### The metal 2 layer

The bar under the picture is 100 µm long.
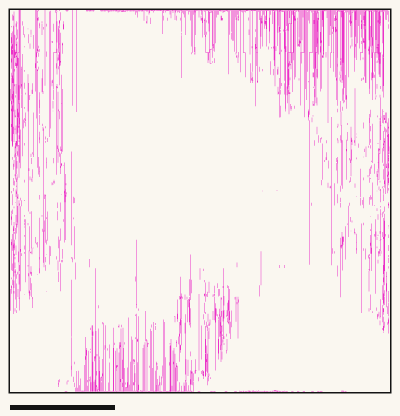
### Metal layers overlaid

The bar under the picture is 100 µm long. Two of the layers only.
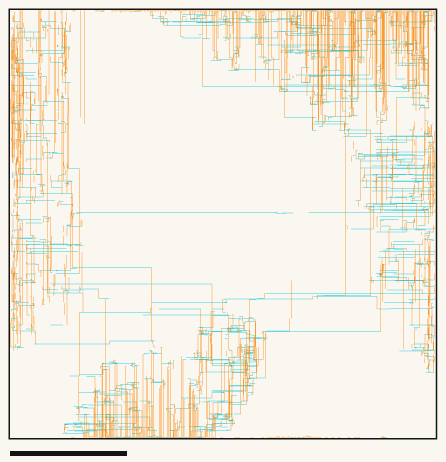
### Floorplan with the power grid

The bar under the picture is 100 µm long. Pins as bars on the die edge.
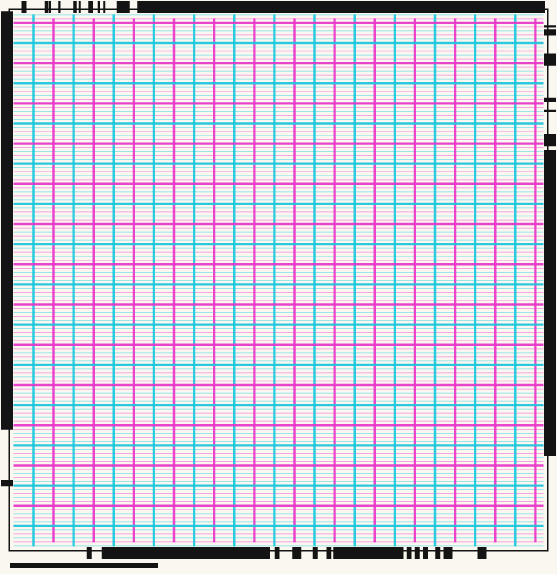
### The clock network

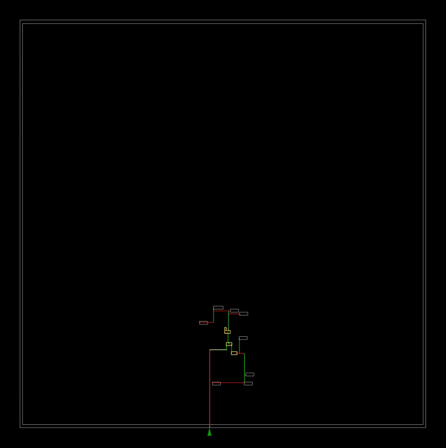
<file path="src/rtl/mem_arbiter_pkg.sv">
// Shared constants, state encoding and helpers for the memory-port arbiter.
package mem_arbiter_pkg;

    localparam int unsigned MemDataBits = 128;

    // Client identifiers; also the encoding of the owner and last-grant registers.
    localparam logic ArbIc = 1'b0;
    localparam logic ArbDc = 1'b1;

    typedef enum logic [1:0] {
        ArbIdle,
        ArbReq,
        ArbWdata,
        ArbRresp
    } arb_state_e;

    // Smallest r such that 2**r >= v (0 for v <= 1).
    function automatic int unsigned ceil_log2(input int unsigned v);
        int unsigned r;
        r = 0;
        for (int unsigned p = 1; p < v; p = p << 1) begin
            r++;
        end
        return r;
    endfunction

endpackage

</file>
<file path="src/rtl/mem_arbiter_rr2.sv">
// Two-input round-robin picker; remembers the last granted client.
module arb_rr2
    import mem_arbiter_pkg::*;
(
    input  logic clk,
    input  logic reset,
    input  logic req_ic,
    input  logic req_dc,
    input  logic grant_en,
    output logic grant_valid,
    output logic grant
);

    logic last_grant_q, last_grant_d;

    // Pick the requester; on a tie prefer the client that was not granted last.
    always_comb begin
        grant_valid = req_ic | req_dc;
        if (req_ic && req_dc) begin
            grant = ~last_grant_q;
        end else begin
            grant = req_dc ? ArbDc : ArbIc;
        end
        last_grant_d = (grant_en && grant_valid) ? grant : last_grant_q;
    end

    // Last-grant register; IC after reset so DC wins the first tie.
    always_ff @(posedge clk) begin
        if (reset) begin
            last_grant_q <= ArbIc;
        end else begin
            last_grant_q <= last_grant_d;
        end
    end

endmodule

</file>
<file path="src/rtl/mem_arbiter.sv">
// Arbitrates the I-cache and D-cache memory ports onto one main-memory port,
// one transaction at a time, and steers read beats back to the owner.
module mem_arbiter
    import mem_arbiter_pkg::*;
#(
    parameter int unsigned MEM_DATA_BITS = MemDataBits,
    parameter int unsigned MEM_ADDR_BITS = 28,
    parameter int unsigned READ_BEATS    = 4,
    parameter int unsigned WRITE_BEATS   = 1
) (
    input  logic                       clk,
    input  logic                       reset,

    input  logic                       ic_req_valid,
    output logic                       ic_req_ready,
    input  logic [MEM_ADDR_BITS-1:0]   ic_req_addr,
    input  logic                       ic_req_rw,
    input  logic                       ic_req_data_valid,
    output logic                       ic_req_data_ready,
    input  logic [MEM_DATA_BITS-1:0]   ic_req_data_bits,
    input  logic [MEM_DATA_BITS/8-1:0] ic_req_data_mask,
    output logic                       ic_resp_valid,
    output logic [MEM_DATA_BITS-1:0]   ic_resp_data,

    input  logic                       dc_req_valid,
    output logic                       dc_req_ready,
    input  logic [MEM_ADDR_BITS-1:0]   dc_req_addr,
    input  logic                       dc_req_rw,
    input  logic                       dc_req_data_valid,
    output logic                       dc_req_data_ready,
    input  logic [MEM_DATA_BITS-1:0]   dc_req_data_bits,
    input  logic [MEM_DATA_BITS/8-1:0] dc_req_data_mask,
    output logic                       dc_resp_valid,
    output logic [MEM_DATA_BITS-1:0]   dc_resp_data,

    output logic                       mem_req_valid,
    input  logic                       mem_req_ready,
    output logic [MEM_ADDR_BITS-1:0]   mem_req_addr,
    output logic                       mem_req_rw,
    output logic                       mem_req_data_valid,
    input  logic                       mem_req_data_ready,
    output logic [MEM_DATA_BITS-1:0]   mem_req_data_bits,
    output logic [MEM_DATA_BITS/8-1:0] mem_req_data_mask,
    input  logic                       mem_resp_valid,
    input  logic [MEM_DATA_BITS-1:0]   mem_resp_data,

    output logic                       err_stray_resp
);

    localparam int unsigned MaxBeats = (READ_BEATS > WRITE_BEATS) ? READ_BEATS : WRITE_BEATS;
    localparam int unsigned CntW     = ceil_log2(MaxBeats) + 1;

    arb_state_e      state_q, state_d;
    // Owner is only meaningful outside ArbIdle; ArbIdle stands for "no owner".
    logic            owner_q, owner_d;
    logic [CntW-1:0] cnt_q, cnt_d, cnt_inc;
    logic            err_q, err_d;

    logic            grant_valid, grant;
    logic            own_req_valid, own_req_rw, own_data_valid;

    arb_rr2 u_rr2 (
        .clk        (clk),
        .reset      (reset),
        .req_ic     (ic_req_valid),
        .req_dc     (dc_req_valid),
        .grant_en   (state_q == ArbIdle),
        .grant_valid(grant_valid),
        .grant      (grant)
    );

    // Owner's request signals and the memory-side payload muxes.
    always_comb begin
        own_req_valid     = (owner_q == ArbDc) ? dc_req_valid      : ic_req_valid;
        own_req_rw        = (owner_q == ArbDc) ? dc_req_rw         : ic_req_rw;
        own_data_valid    = (owner_q == ArbDc) ? dc_req_data_valid : ic_req_data_valid;
        mem_req_addr      = (owner_q == ArbDc) ? dc_req_addr       : ic_req_addr;
        mem_req_rw        = own_req_rw;
        mem_req_data_bits = (owner_q == ArbDc) ? dc_req_data_bits  : ic_req_data_bits;
        mem_req_data_mask = (owner_q == ArbDc) ? dc_req_data_mask  : ic_req_data_mask;
        ic_resp_data      = mem_resp_data;
        dc_resp_data      = mem_resp_data;
        err_stray_resp    = err_q;
    end

    // Handshake steering per state; everything is held low while reset is high.
    always_comb begin
        mem_req_valid      = 1'b0;
        mem_req_data_valid = 1'b0;
        ic_req_ready       = 1'b0;
        dc_req_ready       = 1'b0;
        ic_req_data_ready  = 1'b0;
        dc_req_data_ready  = 1'b0;
        ic_resp_valid      = 1'b0;
        dc_resp_valid      = 1'b0;
        if (!reset) begin
            unique case (state_q)
                ArbReq: begin
                    mem_req_valid = own_req_valid;
                    ic_req_ready  = (owner_q == ArbIc) && mem_req_ready;
                    dc_req_ready  = (owner_q == ArbDc) && mem_req_ready;
                end
                ArbWdata: begin
                    mem_req_data_valid = own_data_valid;
                    ic_req_data_ready  = (owner_q == ArbIc) && mem_req_data_ready;
                    dc_req_data_ready  = (owner_q == ArbDc) && mem_req_data_ready;
                end
                ArbRresp: begin
                    ic_resp_valid = (owner_q == ArbIc) && mem_resp_valid;
                    dc_resp_valid = (owner_q == ArbDc) && mem_resp_valid;
                end
                default: ;
            endcase
        end
    end

    // Next-state: grant, address handshake, beat counting and stray-beat detection.
    always_comb begin
        state_d = state_q;
        owner_d = owner_q;
        cnt_d   = cnt_q;
        err_d   = err_q;
        cnt_inc = cnt_q + 1'b1;
        if (mem_resp_valid && (state_q != ArbRresp)) begin
            err_d = 1'b1;
        end
        unique case (state_q)
            ArbIdle: begin
                if (grant_valid) begin
                    owner_d = grant;
                    state_d = ArbReq;
                end
            end
            ArbReq: begin
                if (!own_req_valid) begin
                    state_d = ArbIdle;
                end else if (mem_req_ready) begin
                    state_d = own_req_rw ? ArbWdata : ArbRresp;
                    cnt_d   = '0;
                end
            end
            ArbWdata: begin
                if (own_data_valid && mem_req_data_ready) begin
                    cnt_d = cnt_inc;
                    if (cnt_inc == CntW'(WRITE_BEATS)) begin
                        state_d = ArbIdle;
                    end
                end
            end
            ArbRresp: begin
                if (mem_resp_valid) begin
                    cnt_d = cnt_inc;
                    if (cnt_inc == CntW'(READ_BEATS)) begin
                        state_d = ArbIdle;
                    end
                end
            end
            default: state_d = ArbIdle;
        endcase
    end

    // State, owner, beat counter and sticky error registers.
    always_ff @(posedge clk) begin
        if (reset) begin
            state_q <= ArbIdle;
            owner_q <= ArbIc;
            cnt_q   <= '0;
            err_q   <= 1'b0;
        end else begin
            state_q <= state_d;
            owner_q <= owner_d;
            cnt_q   <= cnt_d;
            err_q   <= err_d;
        end
    end

endmodule

</file>
<file path="config.mk">
export PLATFORM = sky130hd
export DESIGN_NAME = mem_arbiter
export DESIGN_NICKNAME = d
export VERILOG_FILES = /design/src/rtl/mem_arbiter_pkg.sv /design/src/rtl/mem_arbiter_rr2.sv /design/src/rtl/mem_arbiter.sv
export SDC_FILE = /design/constraint.sdc
export NUM_CORES = 1
export LEC_CHECK = 0
export CAP_MARGIN = 20
export CELL_PAD_IN_SITES_DETAIL_PLACEMENT = 0
export CELL_PAD_IN_SITES_GLOBAL_PLACEMENT = 1
export CORE_AREA = 2 2 361 363
export CTS_BUF_LIST = sky130_fd_sc_hd__clkbuf_8
export DETAILED_ROUTE_END_ITERATION = 10
export DIE_AREA = 0 0 363 365
export GPL_ROUTABILITY_DRIVEN = 1
export HOLD_SLACK_MARGIN = 0.08
export PLACE_DENSITY_LB_ADDON = 0.08
export SLEW_MARGIN = 40
export SYNTH_ARGS = -nofsm -noshare
export SYNTH_HDL_FRONTEND = slang
export SYNTH_HIERARCHICAL = 1
export SYNTH_SLANG_ARGS = --single-unit
</file>
<file path="constraint.sdc">
create_clock -name clk -period 2 [get_ports clk]
set_clock_uncertainty 0.1 [all_clocks]
set_input_delay 0.3 -clock clk [delete_from_list [all_inputs] [get_ports clk]]
set_output_delay 0.3 -clock clk [all_outputs]
set_load 0.01 [all_outputs]
</file>
==> reports/qor.txt <==
run status -> finished, violations left
violated checks -> negative setup slack
hold path startpoint -> err_stray_resp
master of the slowest instance on the critical path -> sky130_fd_sc_hd__dfxtp_4
fraction of synthesized area in multiplexers -> 0.440
routed wire length -> 39.3 mm
count of buffers from port buffering -> 536
count of final hold-check violations -> 0
routing usage on met2 -> 0.101
total area of multi-input combinational cells -> 0.00260 mm²
half-perimeter wire length of the detailed placement result -> 33.7 mm
crit path launch type -> flop
top cell type by instance count after synthesis -> sky130_fd_sc_hd__buf_4
reported combinational group power -> 4.98 mW
final setup violation count -> 107
final std cell area, no fill -> 0.0117 mm²
worst-case setup margin in the final layout -> -0.144 ns
height of the chip -> 365 µm
Arr. time, crit path -> 1.74 ns
CTS tree -> yes
Most common cell on crit path -> sky130_fd_sc_hd__buf_12
fraction of post-synthesis cell area in the top cell type by area -> 0.426
level count of the clock H-tree -> 1
DR vias/cell -> 1.95
number of top-level pins -> 921
worst r2r path cells -> 7
die span in x -> 363 µm
syn_area_per_cell -> 8.72 µm²
Yosys warning total -> 6
fraction of power spent switching nets -> 0.357
WP data required -> 1.60 ns
clk root buf -> sky130_fd_sc_hd__clkbuf_8
most instantiated logic cell after routing -> sky130_fd_sc_hd__clkdlybuf4s50_1
number of cells produced by synthesis -> 524
worst hold path endpoint -> err_stray_resp
Met1 Routed Length -> 10.7 mm
first-pass GRT wire length -> 46.0 mm
Non-clk invs -> 10
switching power -> 1.93 mW
Worst Tran Pin Value -> 0.392 ns
Compound-Gate Fraction of Synth Area -> 0.0252
xor/xnor cell area share of the yosys netlist -> 0.00192
vias in the first global route -> 5321
GR Util All Layers -> 0.0505
final core occ -> 0.0912
area fraction in full adders, half adders and majority gates -> 0.00821
fraction of area in clock buffers and inverters -> 0.00384
## Picture notes: 'The metal 2 layer'
nets with wire on the layer = 1287
main direction = vertical

## Picture notes: 'Metal layers overlaid'
metal 1 -> cyan  # wire length 10700 µm
metal 2 -> orange  # wire length 21.7 mm

## Picture notes: 'Floorplan with the power grid'
VDD -> magenta
VSS -> cyan
signal pins = 921
met5 straps = 26
met4 straps = 26
rows = 132
met1 rails = 133

## Picture notes: 'The clock network'
power dissipated in the clock network: 216 µW
Worst-Skew Late Latency: 0.23 ns
sequential cell count: 8
TritonCTS Sinks: 8
clkbuf count: 3

[cells by family after synthesis]
| logic type | count (synthesis) |
|---|---|
| AND-OR/OR-AND | 15 |
| multiplexers | 179 |
| adder cells (fa/ha/maj) | 3 |
| XOR/XNOR | 1 |
| AND/OR/NAND/NOR | 29 |
| buffers and inverters | 289 |
| flip-flops | 8 |
[worst min-delay path, stage by stage (launching register included)]
cell	delay [ns]
sky130_fd_sc_hd__dfxtp_1	0.35
sky130_fd_sc_hd__a21oi_1	0.05
sky130_fd_sc_hd__nor2_1	0.08
[state kept, by name, indices dropped and copies added (netlist names)]
signal,count
u_rr2/last_grant_q,1
owner_q,1
err_stray_resp,1
cnt_q,3
state_q,2
No activity file was given, so power comes from the tool's default toggle rates.
